[config.mk]
export PLATFORM = sky130hd
export DESIGN_NAME = uart_boot_loader
export DESIGN_NICKNAME = d
export VERILOG_FILES = /design/src/rtl/uart_boot_loader.sv
export SDC_FILE = /design/constraint.sdc
export NUM_CORES = 1
export LEC_CHECK = 0
export CELL_PAD_IN_SITES_DETAIL_PLACEMENT = 2
export CELL_PAD_IN_SITES_GLOBAL_PLACEMENT = 2
export CORE_MARGIN = 2
export CORE_UTILIZATION = 31
export DETAILED_ROUTE_END_ITERATION = 10
export PLACE_DENSITY_LB_ADDON = 0.08
export SLEW_MARGIN = 15
export SYNTH_ARGS = -nofsm -noshare
export SYNTH_HDL_FRONTEND = slang
export SYNTH_SLANG_ARGS = --single-unit
[constraint.sdc]
create_clock -name clk -period 2.65 [get_ports clk]
set_input_delay 0.53 -clock clk [delete_from_list [all_inputs] [get_ports clk]]
set_output_delay 0.53 -clock clk [all_outputs]
set_load 0.03 [all_outputs]
[src/rtl/uart_boot_loader.sv]
// uart_boot_loader: receives a framed program image from the UART byte stream,
// writes it word by word into instruction memory, and holds the CPU in reset
// until a complete frame has passed its checksum.
//
// Frame: MAGIC, LEN_LO, LEN_HI, 4*N data bytes (little-endian words), CSUM.
// The checksum is the XOR of the data bytes only.
module uart_boot_loader #(
  parameter int         ADDR_WIDTH     = 8,
  parameter int         TIMEOUT_CYCLES = 1000000,
  parameter logic [7:0] MAGIC          = 8'hA5
) (
  input  logic                  clk,
  input  logic                  reset,
  input  logic                  rx_valid,
  input  logic [7:0]            rx_data,
  output logic                  imem_we,
  output logic [ADDR_WIDTH-1:0] imem_addr,
  output logic [31:0]           imem_wdata,
  output logic                  cpu_reset,
  output logic                  busy,
  output logic                  load_done,
  output logic                  load_error
);

  // Timeout counter must be able to hold TIMEOUT_CYCLES-1.
  localparam int TW = $clog2(TIMEOUT_CYCLES + 1);
  localparam logic [TW-1:0] TO_LAST = TW'(TIMEOUT_CYCLES - 1);
  // Largest accepted word count is the full memory capacity.
  localparam logic [16:0] MAX_WORDS = 17'd1 << ADDR_WIDTH;

  localparam logic [2:0] S_IDLE   = 3'd0;
  localparam logic [2:0] S_LEN_LO = 3'd1;
  localparam logic [2:0] S_LEN_HI = 3'd2;
  localparam logic [2:0] S_DATA   = 3'd3;
  localparam logic [2:0] S_CSUM   = 3'd4;
  localparam logic [2:0] S_RUN    = 3'd5;
  localparam logic [2:0] S_ERROR  = 3'd6;

  // Running checksum update: XOR of every data byte.
  function automatic logic [7:0] csum_next(input logic [7:0] csum, input logic [7:0] b);
    csum_next = csum ^ b;
  endfunction

  // A state belongs to an open frame (header, payload or checksum pending).
  function automatic logic in_frame(input logic [2:0] st);
    in_frame = (st == S_LEN_LO) || (st == S_LEN_HI) || (st == S_DATA) || (st == S_CSUM);
  endfunction

  logic [2:0]            state_q, state_d;
  logic [15:0]           len_q, len_d;
  logic [ADDR_WIDTH-1:0] word_idx_q, word_idx_d;
  logic [1:0]            byte_idx_q, byte_idx_d;
  logic [31:0]           word_q, word_d;
  logic [7:0]            csum_q, csum_d;
  logic [TW-1:0]         tmo_q, tmo_d;
  logic                  we_q, we_d;
  logic [ADDR_WIDTH-1:0] addr_q, addr_d;
  logic [31:0]           wdata_q, wdata_d;
  logic                  cpu_reset_q, cpu_reset_d;
  logic                  busy_q, busy_d;
  logic                  done_q, done_d;
  logic                  err_q, err_d;

  logic                  in_frame_s;
  logic                  is_magic_s;
  logic [15:0]           len_full_s;
  logic                  len_bad_s;
  logic                  last_word_s;
  logic [TW-1:0]         tmo_inc_s;
  logic                  timeout_s;

  assign in_frame_s  = in_frame(state_q);
  assign is_magic_s  = (rx_data == MAGIC);
  // Word count as it would be once the high length byte is latched.
  assign len_full_s  = {rx_data, len_q[7:0]};
  assign len_bad_s   = (len_full_s == 16'd0) || (17'(len_full_s) > MAX_WORDS);
  assign last_word_s = (17'(word_idx_q) == (17'(len_q) - 17'd1));
  assign tmo_inc_s   = tmo_q + TW'(1);
  // An arriving byte always beats the timeout in the same cycle.
  assign timeout_s   = in_frame_s && !rx_valid && (tmo_inc_s == TO_LAST);

  // Inter-byte idle counter: runs only inside a frame, cleared by every byte.
  always_comb begin
    tmo_d = {TW{1'b0}};
    if (in_frame_s && !rx_valid) begin
      tmo_d = tmo_inc_s;
    end else begin
      tmo_d = {TW{1'b0}};
    end
  end

  // Frame parser: state transitions, word assembly, checksum and write request.
  always_comb begin
    state_d    = state_q;
    len_d      = len_q;
    word_idx_d = word_idx_q;
    byte_idx_d = byte_idx_q;
    word_d     = word_q;
    csum_d     = csum_q;
    we_d       = 1'b0;
    addr_d     = addr_q;
    wdata_d    = wdata_q;

    case (state_q)
      S_IDLE, S_RUN, S_ERROR: begin
        if (rx_valid && is_magic_s) begin
          state_d = S_LEN_LO;
        end else begin
          state_d = state_q;
        end
      end

      S_LEN_LO: begin
        if (rx_valid) begin
          len_d[7:0] = rx_data;
          state_d    = S_LEN_HI;
        end else if (timeout_s) begin
          state_d = S_ERROR;
        end else begin
          state_d = state_q;
        end
      end

      S_LEN_HI: begin
        if (rx_valid) begin
          len_d      = len_full_s;
          word_idx_d = {ADDR_WIDTH{1'b0}};
          byte_idx_d = 2'd0;
          word_d     = 32'd0;
          csum_d     = 8'd0;
          if (len_bad_s) begin
            state_d = S_ERROR;
          end else begin
            state_d = S_DATA;
          end
        end else if (timeout_s) begin
          state_d = S_ERROR;
        end else begin
          state_d = state_q;
        end
      end

      S_DATA: begin
        if (rx_valid) begin
          csum_d = csum_next(csum_q, rx_data);
          if (byte_idx_q == 2'd3) begin
            // Fourth byte completes the word: issue the write next cycle.
            we_d       = 1'b1;
            addr_d     = word_idx_q;
            wdata_d    = {rx_data, word_q[23:0]};
            byte_idx_d = 2'd0;
            word_d     = 32'd0;
            if (last_word_s) begin
              state_d = S_CSUM;
            end else begin
              word_idx_d = word_idx_q + {{(ADDR_WIDTH-1){1'b0}}, 1'b1};
            end
          end else begin
            word_d[{byte_idx_q, 3'b000} +: 8] = rx_data;
            byte_idx_d                        = byte_idx_q + 2'd1;
          end
        end else if (timeout_s) begin
          state_d = S_ERROR;
        end else begin
          state_d = state_q;
        end
      end

      S_CSUM: begin
        if (rx_valid) begin
          if (rx_data == csum_q) begin
            state_d = S_RUN;
          end else begin
            state_d = S_ERROR;
          end
        end else if (timeout_s) begin
          state_d = S_ERROR;
        end else begin
          state_d = state_q;
        end
      end

      default: begin
        state_d = S_IDLE;
      end
    endcase
  end

  // Status flags follow the next state so they are valid one cycle after the
  // byte that caused the transition.
  always_comb begin
    cpu_reset_d = (state_d != S_RUN);
    busy_d      = in_frame(state_d);
    done_d      = (state_d == S_RUN);
    err_d       = (state_d == S_ERROR);
  end

  // State and output registers with synchronous reset.
  always_ff @(posedge clk) begin
    if (reset) begin
      state_q     <= S_IDLE;
      len_q       <= 16'd0;
      word_idx_q  <= {ADDR_WIDTH{1'b0}};
      byte_idx_q  <= 2'd0;
      word_q      <= 32'd0;
      csum_q      <= 8'd0;
      tmo_q       <= {TW{1'b0}};
      we_q        <= 1'b0;
      addr_q      <= {ADDR_WIDTH{1'b0}};
      wdata_q     <= 32'd0;
      cpu_reset_q <= 1'b1;
      busy_q      <= 1'b0;
      done_q      <= 1'b0;
      err_q       <= 1'b0;
    end else begin
      state_q     <= state_d;
      len_q       <= len_d;
      word_idx_q  <= word_idx_d;
      byte_idx_q  <= byte_idx_d;
      word_q      <= word_d;
      csum_q      <= csum_d;
      tmo_q       <= tmo_d;
      we_q        <= we_d;
      addr_q      <= addr_d;
      wdata_q     <= wdata_d;
      cpu_reset_q <= cpu_reset_d;
      busy_q      <= busy_d;
      done_q      <= done_d;
      err_q       <= err_d;
    end
  end

  assign imem_we    = we_q;
  assign imem_addr  = addr_q;
  assign imem_wdata = wdata_q;
  assign cpu_reset  = cpu_reset_q;
  assign busy       = busy_q;
  assign load_done  = done_q;
  assign load_error = err_q;

endmodule
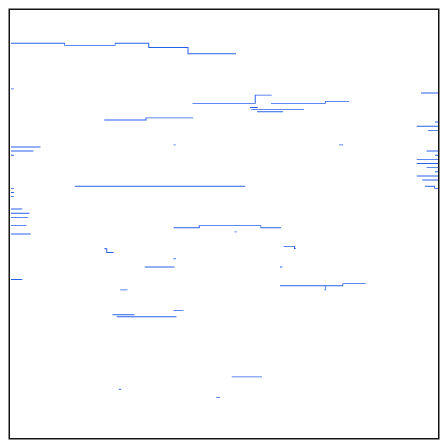
(the metal 3 layer)
The layer holds 2.3% of the routed length. The wires run mostly horizontal. The layer carries 476 um of wire. The longest straight run is 55.7 um. 39 nets have wire on it.

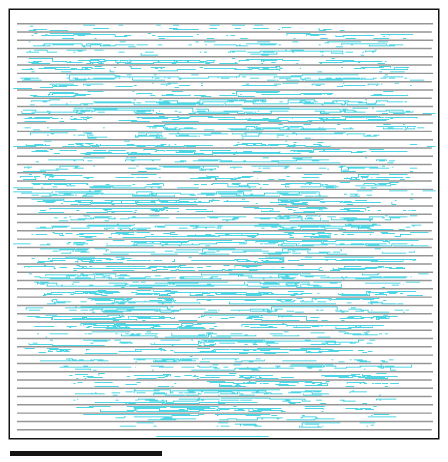
(metal 1)
Scale bar: 50 um. Supply wires on this layer in gray.
The layer carries 9900 um of wire. The longest straight run is 54.3 um.
drt total wl: 21000 um
vias: 5644
GRT met1 Usage: 28.2%

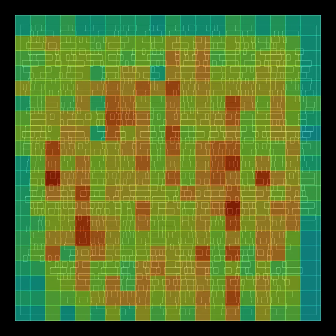
(track usage over the die)
detailed-route wire length per cell: 19.4 um
combined global-route utilization of all metal layers: 21.5%

==> report_table.html <==
<h2>Synthesis and place &amp; route</h2>
<table>
<tr><th>Metric</th><th>Value</th></tr>
<tr><th colspan="2">Run status</th></tr>
<tr><td>Run status</td><td>finished with violations</td></tr>
<tr><td>Violations in the final reports</td><td>negative setup slack</td></tr>
<tr><th colspan="2">Layout</th></tr>
<tr><td>Filler Cell Count</td><td>1981</td></tr>
<tr><td>Clock buffer count in the final layout</td><td>19</td></tr>
<tr><th colspan="2">Worst hold path</th></tr>
<tr><td>Hold Path Origin</td><td>imem_wdata[26]</td></tr>
<tr><td>Worst hold path endpoint</td><td>imem_wdata[26]</td></tr>
<tr><th colspan="2">Floorplan</th></tr>
<tr><td>Die Span X</td><td>140 um</td></tr>
<tr><td>Die Footprint</td><td>19700 um2</td></tr>
<tr><td>Number of rows in the core area</td><td>49</td></tr>
<tr><td>Height of the die</td><td>140 um</td></tr>
<tr><td>Number of tapcells</td><td>229</td></tr>
<tr><th colspan="2">Synth</th></tr>
<tr><td>Post-Synthesis Cells</td><td>723</td></tr>
<tr><td>Area of the mapped netlist</td><td>5770 um2</td></tr>
<tr><td>Yosys simple share</td><td>26.2%</td></tr>
<tr><td>Library cell with the largest summed area after synthesis</td><td>dfxtp_1</td></tr>
<tr><th colspan="2">Setup path</th></tr>
<tr><td>Kind of capture point of the worst setup path</td><td>flip-flop</td></tr>
<tr><td>Buffers and inverters on the worst path</td><td>0</td></tr>
<tr><td>Cell type group with the largest total delay on the critical path</td><td>simple AND/OR/NAND/NOR gates</td></tr>
<tr><td>CP startpoint kind</td><td>flip-flop</td></tr>
<tr><td>Setup CP Type</td><td>flip-flop to flip-flop</td></tr>
<tr><td>Slowest library cell on the worst path</td><td>or4_4</td></tr>
<tr><th colspan="2">Pwr</th></tr>
<tr><td>Net switching fraction of the power</td><td>23.8%</td></tr>
<tr><td>P_comb</td><td>0.114 mW</td></tr>
<tr><td>Clock Power</td><td>2.41 mW</td></tr>
<tr><th colspan="2">Timing</th></tr>
<tr><td>Crit path setup slack, layout</td><td>-0.240 ns</td></tr>
<tr><td>Final setup TNS</td><td>-1.32 ns</td></tr>
<tr><td>Total of endpoints with negative setup slack in the final report</td><td>13</td></tr>
<tr><th colspan="2">Drt</th></tr>
<tr><td>Number of vias per cell</td><td>5.21</td></tr>
<tr><td>Length of routed wiring on met1</td><td>9900 um</td></tr>
<tr><th colspan="2">GRT</th></tr>
<tr><td>Initial antenna violation count</td><td>0</td></tr>
<tr><td>Routing usage on met2</td><td>37.1%</td></tr>
<tr><td>Total gr overflow</td><td>0</td></tr>
</table>
==> worst max-delay path by stage <==
| stage | startpoint | endpoint | slack [ns] | cells past startpoint |
|---|---|---|---|---|
| finish | len_q[1] | busy | -0.24 | 9 |
| global route | len_q[1] | busy | -0.30 | 9 |
| CTS | len_q[1] | busy | -0.21 | 9 |
| detailed placement | rx_data[6] | busy | -0.56 | 10 |
| global placement | rx_data[6] | busy | -0.57 | 10 |
| floorplan | len_q[2] | busy | -0.15 | 11 |
==> per-stage QoR <==
step	power (mW)	instance area [um2]	utilization [%]	hold WS (ns)
after floorplan	1.99	5800	-	0.431
after global placement	2.04	7140	39.3	0.441
after detailed placement	2.05	7140	39.3	0.450
after CTS	4.45	7890	43.5	0.459
after global routing	4.57	8070	44.5	0.477
final	4.41	8070	44.5	0.457
Power is estimated from default activity; no workload was simulated.
